[src/rtl/uart_pkg.sv]
// Shared UART types and helpers for the board-to-board link (transmitter and receiver).
package uart_pkg;

   typedef enum logic [2:0] {
      IDLE   = 3'd0,
      START  = 3'd1,
      DATA   = 3'd2,
      PARITY = 3'd3,
      STOP   = 3'd4
   } uart_tx_state_t;

   localparam int UART_DATA_BITS = 8;

   function automatic int uart_divisor(input int clock, input int baud);
      return clock / baud;
   endfunction

endpackage

[src/rtl/uart_baud_cnt.sv]
// Bit-period counter: restart holds it at zero, bit_end_out marks the last cycle of a bit.
module uart_baud_cnt #(
   parameter int DIVISOR = 16
) (
   input  logic clk_in,
   input  logic rst_in,
   input  logic restart_in,
   output logic bit_end_out
);

   localparam int CNT_W = $clog2(DIVISOR);
   localparam logic [CNT_W-1:0] LAST = CNT_W'(DIVISOR - 1);

   logic [CNT_W-1:0] cnt_q;
   logic [CNT_W-1:0] cnt_d;

   // next count: restart or wrap at the end of each bit
   always_comb begin
      cnt_d = cnt_q;
      if (restart_in) begin
         cnt_d = '0;
      end else if (cnt_q == LAST) begin
         cnt_d = '0;
      end else begin
         cnt_d = cnt_q + CNT_W'(1'b1);
      end
   end

   // count register
   always_ff @(posedge clk_in) begin
      if (rst_in) begin
         cnt_q <= '0;
      end else begin
         cnt_q <= cnt_d;
      end
   end

   assign bit_end_out = (cnt_q == LAST);

endmodule

[src/rtl/uart_msg_tx.sv]
// Multi-byte UART transmitter: WIDTH/8 back-to-back frames, byte 0 first, LSB first.
// Optional parity bit per byte when UART_TX_PARITY_EN is defined.
module uart_msg_tx
   import uart_pkg::*;
#(
   parameter int WIDTH      = 16,
   parameter int CLOCK      = 65000000,
   parameter int BAUD       = 9600,
   parameter int STOP_BITS  = 1,
   parameter int PARITY_ODD = 0
) (
   input  logic             clk_in,
   input  logic             rst_in,
   input  logic             valid_in,
   input  logic [WIDTH-1:0] data_in,
   output logic             ready_out,
   output logic             tx_out,
   output logic             busy_out,
   output logic             done_out
);

   localparam int DIVISOR = uart_divisor(CLOCK, BAUD);
   localparam int NBYTES  = WIDTH / UART_DATA_BITS;
   localparam int BYTE_W  = $clog2(NBYTES) + 1;
   localparam logic [BYTE_W-1:0] LAST_BYTE = BYTE_W'(NBYTES - 1);
   localparam logic LAST_STOP = (STOP_BITS == 2);

   if ((WIDTH % 8) != 0 || WIDTH < 8) begin : g_bad_width
      $error("uart_msg_tx: WIDTH must be a multiple of 8 and >= 8");
   end
   if (DIVISOR < 2) begin : g_bad_divisor
      $error("uart_msg_tx: CLOCK/BAUD must be >= 2");
   end
   if (STOP_BITS != 1 && STOP_BITS != 2) begin : g_bad_stop
      $error("uart_msg_tx: STOP_BITS must be 1 or 2");
   end
   if (PARITY_ODD != 0 && PARITY_ODD != 1) begin : g_bad_parity
      $error("uart_msg_tx: PARITY_ODD must be 0 or 1");
   end

`ifdef UART_TX_PARITY_EN
   localparam logic ODD_BIT = (PARITY_ODD != 0);
`endif

   uart_tx_state_t    state_q, state_d;
   logic [WIDTH-1:0]  shift_q, shift_d;
   logic [2:0]        bit_q, bit_d;
   logic [BYTE_W-1:0] byte_q, byte_d;
   logic              stop_q, stop_d;
   logic              tx_q, tx_d;
   logic              done_q, done_d;
   logic              ready_q, ready_d;
   logic              busy_q, busy_d;
   logic              bit_end_s;
   logic [2:0]        nxt_bit_s;
   logic [7:0]        cur_byte_s;

   assign nxt_bit_s  = bit_q + 3'd1;
   assign cur_byte_s = shift_q[7:0];

   uart_baud_cnt #(.DIVISOR(DIVISOR)) u_baud (
      .clk_in      (clk_in),
      .rst_in      (rst_in),
      .restart_in  (state_q == IDLE),
      .bit_end_out (bit_end_s)
   );

   // frame sequencing; all outputs are computed one cycle ahead and registered
   always_comb begin
      state_d = state_q;
      shift_d = shift_q;
      bit_d   = bit_q;
      byte_d  = byte_q;
      stop_d  = stop_q;
      tx_d    = tx_q;
      done_d  = 1'b0;
      case (state_q)
         IDLE: begin
            tx_d = 1'b1;
            if (valid_in && ready_q) begin
               state_d = START;
               shift_d = data_in;
               tx_d    = 1'b0;
               bit_d   = 3'd0;
               byte_d  = '0;
               stop_d  = 1'b0;
            end else begin
               state_d = IDLE;
            end
         end
         START: begin
            if (bit_end_s) begin
               state_d = DATA;
               tx_d    = cur_byte_s[0];
            end else begin
               state_d = START;
            end
         end
         DATA: begin
            if (bit_end_s && bit_q == 3'd7) begin
`ifdef UART_TX_PARITY_EN
               state_d = PARITY;
               tx_d    = (^cur_byte_s) ^ ODD_BIT;
`else
               state_d = STOP;
               tx_d    = 1'b1;
               stop_d  = 1'b0;
`endif
            end else if (bit_end_s) begin
               bit_d = nxt_bit_s;
               tx_d  = cur_byte_s[nxt_bit_s];
            end else begin
               state_d = DATA;
            end
         end
`ifdef UART_TX_PARITY_EN
         PARITY: begin
            if (bit_end_s) begin
               state_d = STOP;
               tx_d    = 1'b1;
               stop_d  = 1'b0;
            end else begin
               state_d = PARITY;
            end
         end
`endif
         STOP: begin
            // next byte follows immediately, with no idle gap
            if (bit_end_s && stop_q == LAST_STOP && byte_q == LAST_BYTE) begin
               state_d = IDLE;
               tx_d    = 1'b1;
               done_d  = 1'b1;
            end else if (bit_end_s && stop_q == LAST_STOP) begin
               state_d = START;
               tx_d    = 1'b0;
               bit_d   = 3'd0;
               byte_d  = byte_q + BYTE_W'(1'b1);
               shift_d = shift_q >> UART_DATA_BITS;
            end else if (bit_end_s) begin
               stop_d = 1'b1;
            end else begin
               state_d = STOP;
            end
         end
         default: begin
            state_d = IDLE;
            tx_d    = 1'b1;
         end
      endcase
      ready_d = (state_d == IDLE);
      busy_d  = (state_d != IDLE);
   end

   // state and output registers
   always_ff @(posedge clk_in) begin
      if (rst_in) begin
         state_q <= IDLE;
         shift_q <= '0;
         bit_q   <= 3'd0;
         byte_q  <= '0;
         stop_q  <= 1'b0;
         tx_q    <= 1'b1;
         done_q  <= 1'b0;
         ready_q <= 1'b1;
         busy_q  <= 1'b0;
      end else begin
         state_q <= state_d;
         shift_q <= shift_d;
         bit_q   <= bit_d;
         byte_q  <= byte_d;
         stop_q  <= stop_d;
         tx_q    <= tx_d;
         done_q  <= done_d;
         ready_q <= ready_d;
         busy_q  <= busy_d;
      end
   end

   assign tx_out    = tx_q;
   assign done_out  = done_q;
   assign ready_out = ready_q;
   assign busy_out  = busy_q;

endmodule
[config.mk]
export PLATFORM = sky130hd
export DESIGN_NAME = uart_msg_tx
export DESIGN_NICKNAME = d
export VERILOG_FILES = /design/src/rtl/uart_pkg.sv /design/src/rtl/uart_baud_cnt.sv /design/src/rtl/uart_msg_tx.sv
export SDC_FILE = /design/constraint.sdc
export NUM_CORES = 1
export LEC_CHECK = 0
export CORE_MARGIN = 10
export CORE_UTILIZATION = 33
export DETAILED_ROUTE_END_ITERATION = 8
export SLEW_MARGIN = 20
export SYNTH_ARGS = -nofsm -noshare
export SYNTH_HDL_FRONTEND = slang
export SYNTH_SLANG_ARGS = --single-unit
[constraint.sdc]
create_clock -name clk_in -period 6.9 [get_ports clk_in]
set_input_delay 1.725 -clock clk_in [delete_from_list [all_inputs] [get_ports clk_in]]
set_output_delay 1.725 -clock clk_in [all_outputs]
set_load 0.005 [all_outputs]
### Selected gate families

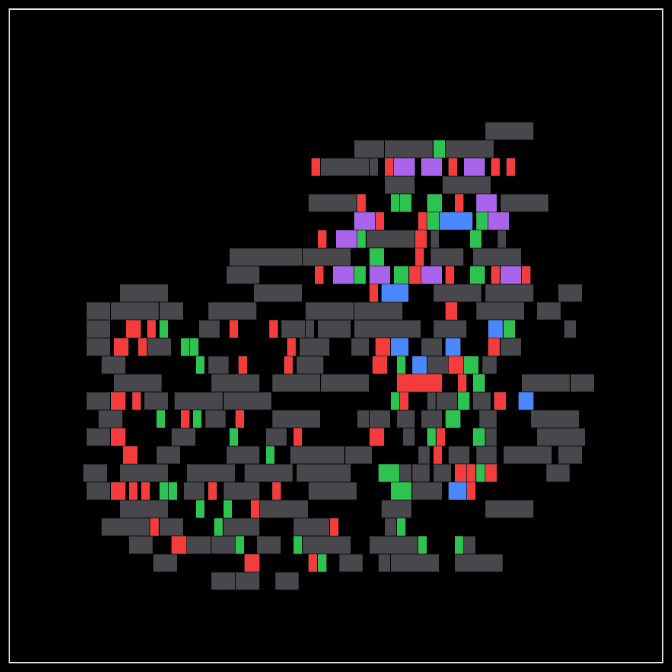
legend:
  xor and xnor cells:
    color: purple
    cells: 11
  and/or cells:
    color: blue
    cells: 8
  nand cells:
    color: green
    cells: 43
  nor cells:
    color: red
    cells: 61

### Sequential cells grouped by signal name

Bar = 20 µm.
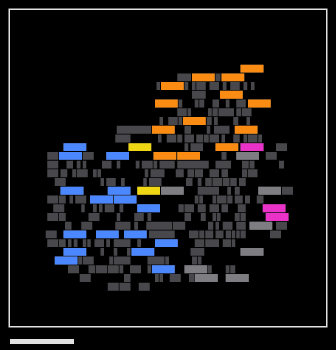
legend:
  `shift_q`:
    color: blue
    sequential_cells: 16
  `u_baud.cnt_q`:
    color: orange
    sequential_cells: 13
  `byte_q`:
    color: yellow
    sequential_cells: 2
  `state_q`:
    color: magenta
    sequential_cells: 3
not colored: 8

### Routed clock nets over the placement

Bar = 20 µm.
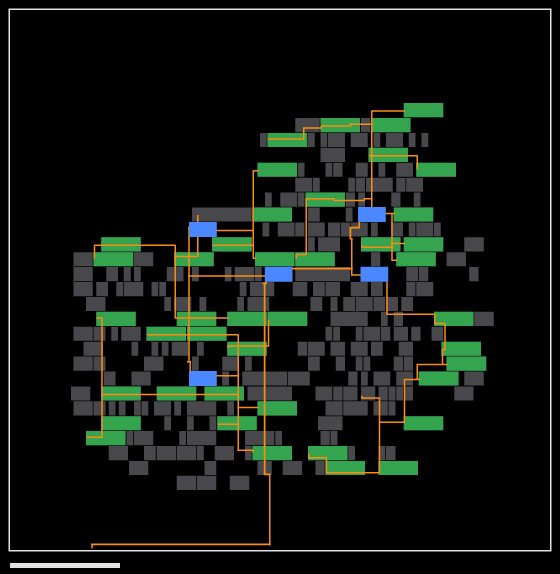
legend:
  flip-flops:
    color: green
    count: 42
  clock-net drivers:
    color: blue
    count: 5
  clock wires:
    color: orange
    length: 549 µm
routed clock nets: 6

### Cell classes on the final placement

Bar = 20 µm.
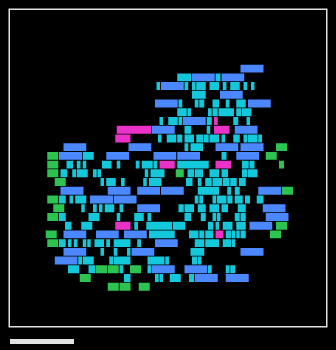
legend:
  clock drivers and dummy loads:
    color: magenta
    cells: 8
    share_of_their_area: 4.8%
  registers:
    color: blue
    cells: 42
    share_of_their_area: 36%
  remaining logic cells:
    color: cyan
    cells: 175
    share_of_their_area: 49%
  remaining buffers and delay cells:
    color: green
    cells: 23
    share_of_their_area: 9.6%

==> run summary <==
impl run done, here's what came out: status completed, Pleak 0.821 nW, die x size 98.5 µm, Final nets 271, max-cap violation count 0, RSZ-0062 raised after global routing false, maximum clock frequency 0.307 GHz, fin crit period 3.26 ns, Ys Warns 0, drt pass-1 iters 6, Inserted Clock Buffers 5, Wirelength per Cell 12.6 µm, total die area 0.00971 mm², Critical Path Source valid_in, cell taking the most area after synthesis dfxtp_1, Final Hold Viols 0, initial drt markers 67, Seq/Total Area, Yosys 0.413, worst hold path class flop to flop, pwr dens 212 mW/mm², largest fanout on the critical path 4, Antenna diodes 0, fin. max-slew vios 0, Worst Tran Pin Value 0.766 ns, Yosys Instances 229, Startpoint Class input pin, Buffers on Ports 22, Gates resized, CTS repair 0, Area leader share 0.413, crit path DRT 7.06 ns, Crit Path Class input pin to flop, first-pass GRT wire length 7.11 mm, # setup viols final 0
## worst max-delay path, stage by stage
cell and delay (ns):
clkdlybuf4s50_1 0.42, a2111oi_0 0.73, nor2_1 0.12, o21ai_0 0.18
nand4b_1 0.17, a21oi_1 0.07
## layer usage
| metal | share of wire | track usage |
|---|---|---|
| met1 | 0.52 | 0.109 |
| met2 | 0.42 | 0.131 |
| met3 | 0.045 | 0.0244 |
| met4 | 0.018 | 0.0397 |
| met5 | 0 | 0 |
## cell type report
cell class,instances,area (µm²),area share
multi-input combinational,171,1130,0.468
sequential,42,841,0.349
timing repair buffer,23,223,0.0925
tap,75,93.8,0.0390
clock buffer,6,72.6,0.0301
clock inverter,2,37.5,0.0156
inverter,4,15.0,0.00623
## power breakdown
group / switching [mW] / leakage, nW / internal (mW)
Clock: 0.0835 / 0.0514 / 0.108
Sequential: 0.00807 / 0.342 / 0.254
Combinational: 0.0253 / 0.427 / 0.0311
## layout by cell type (no fill, tap or decap), types with 6 or more instances in the layout
| master | n |
|---|---|
| a311oi_1 | 7 |
| nand2_1 | 25 |
| xor2_1 | 6 |
| clkdlybuf4s50_1 | 21 |
| dfxtp_1 | 42 |
| nor3_1 | 7 |
| nor2_1 | 41 |
| mux2i_1 | 9 |
| nand3_1 | 10 |
| nor2b_1 | 11 |
## flip-flops by register name, indices dropped and copies added (netlist names)
| signal | count |
|---|---|
| u_baud.cnt_q | 13 |
| bit_q | 3 |
| byte_q | 2 |
| ready_out | 1 |
| state_q | 3 |
| shift_q | 16 |
| tx_out | 1 |
| busy_out | 1 |
| stop_q | 1 |
| done_out | 1 |
## final timing paths
kind | endpoint | cells after the start | slack, ns
worst max-delay path | bit_q[2] | 6 | 3.64
worst min-delay path | bit_q[1] | 2 | 0.46
worst max register to register | shift_q[15] | 7 | 4.18
worst min register to register | bit_q[1] | 2 | 0.46
## cell families after synthesis
kind of cell / Yosys count
simple gates: 112
buf+inv: 16
compound gates: 30
fa+ha+maj: 5
xor+xnor: 11
flops: 42
mux: 13
## cells in the mapped netlist (3+ instances only)
library cell and n:
a21oi_1 4, a311oi_1 7, a311oi_2 3, clkbuf_1 8, dfxtp_1 42, ha_1 5, inv_1 4, mux2i_1 9
nand2_1 25, nand3_1 10, nand4_1 4, nor2_1 41, nor2b_1 11, nor3_1 7, o21ai_0 4, or3_1 3
xnor2_1 5, xor2_1 6
## stage by stage
stage	instance area (µm²)	worst slack (ns)	power (mW)
floorplan	2030	4.14	0.304
global placement	2300	3.15	0.324
detailed placement	2300	3.10	0.325
CTS	2410	3.42	0.518
global route	2410	3.51	0.535
finish	2410	3.64	0.510
Power is estimated from default activity; no workload was simulated.
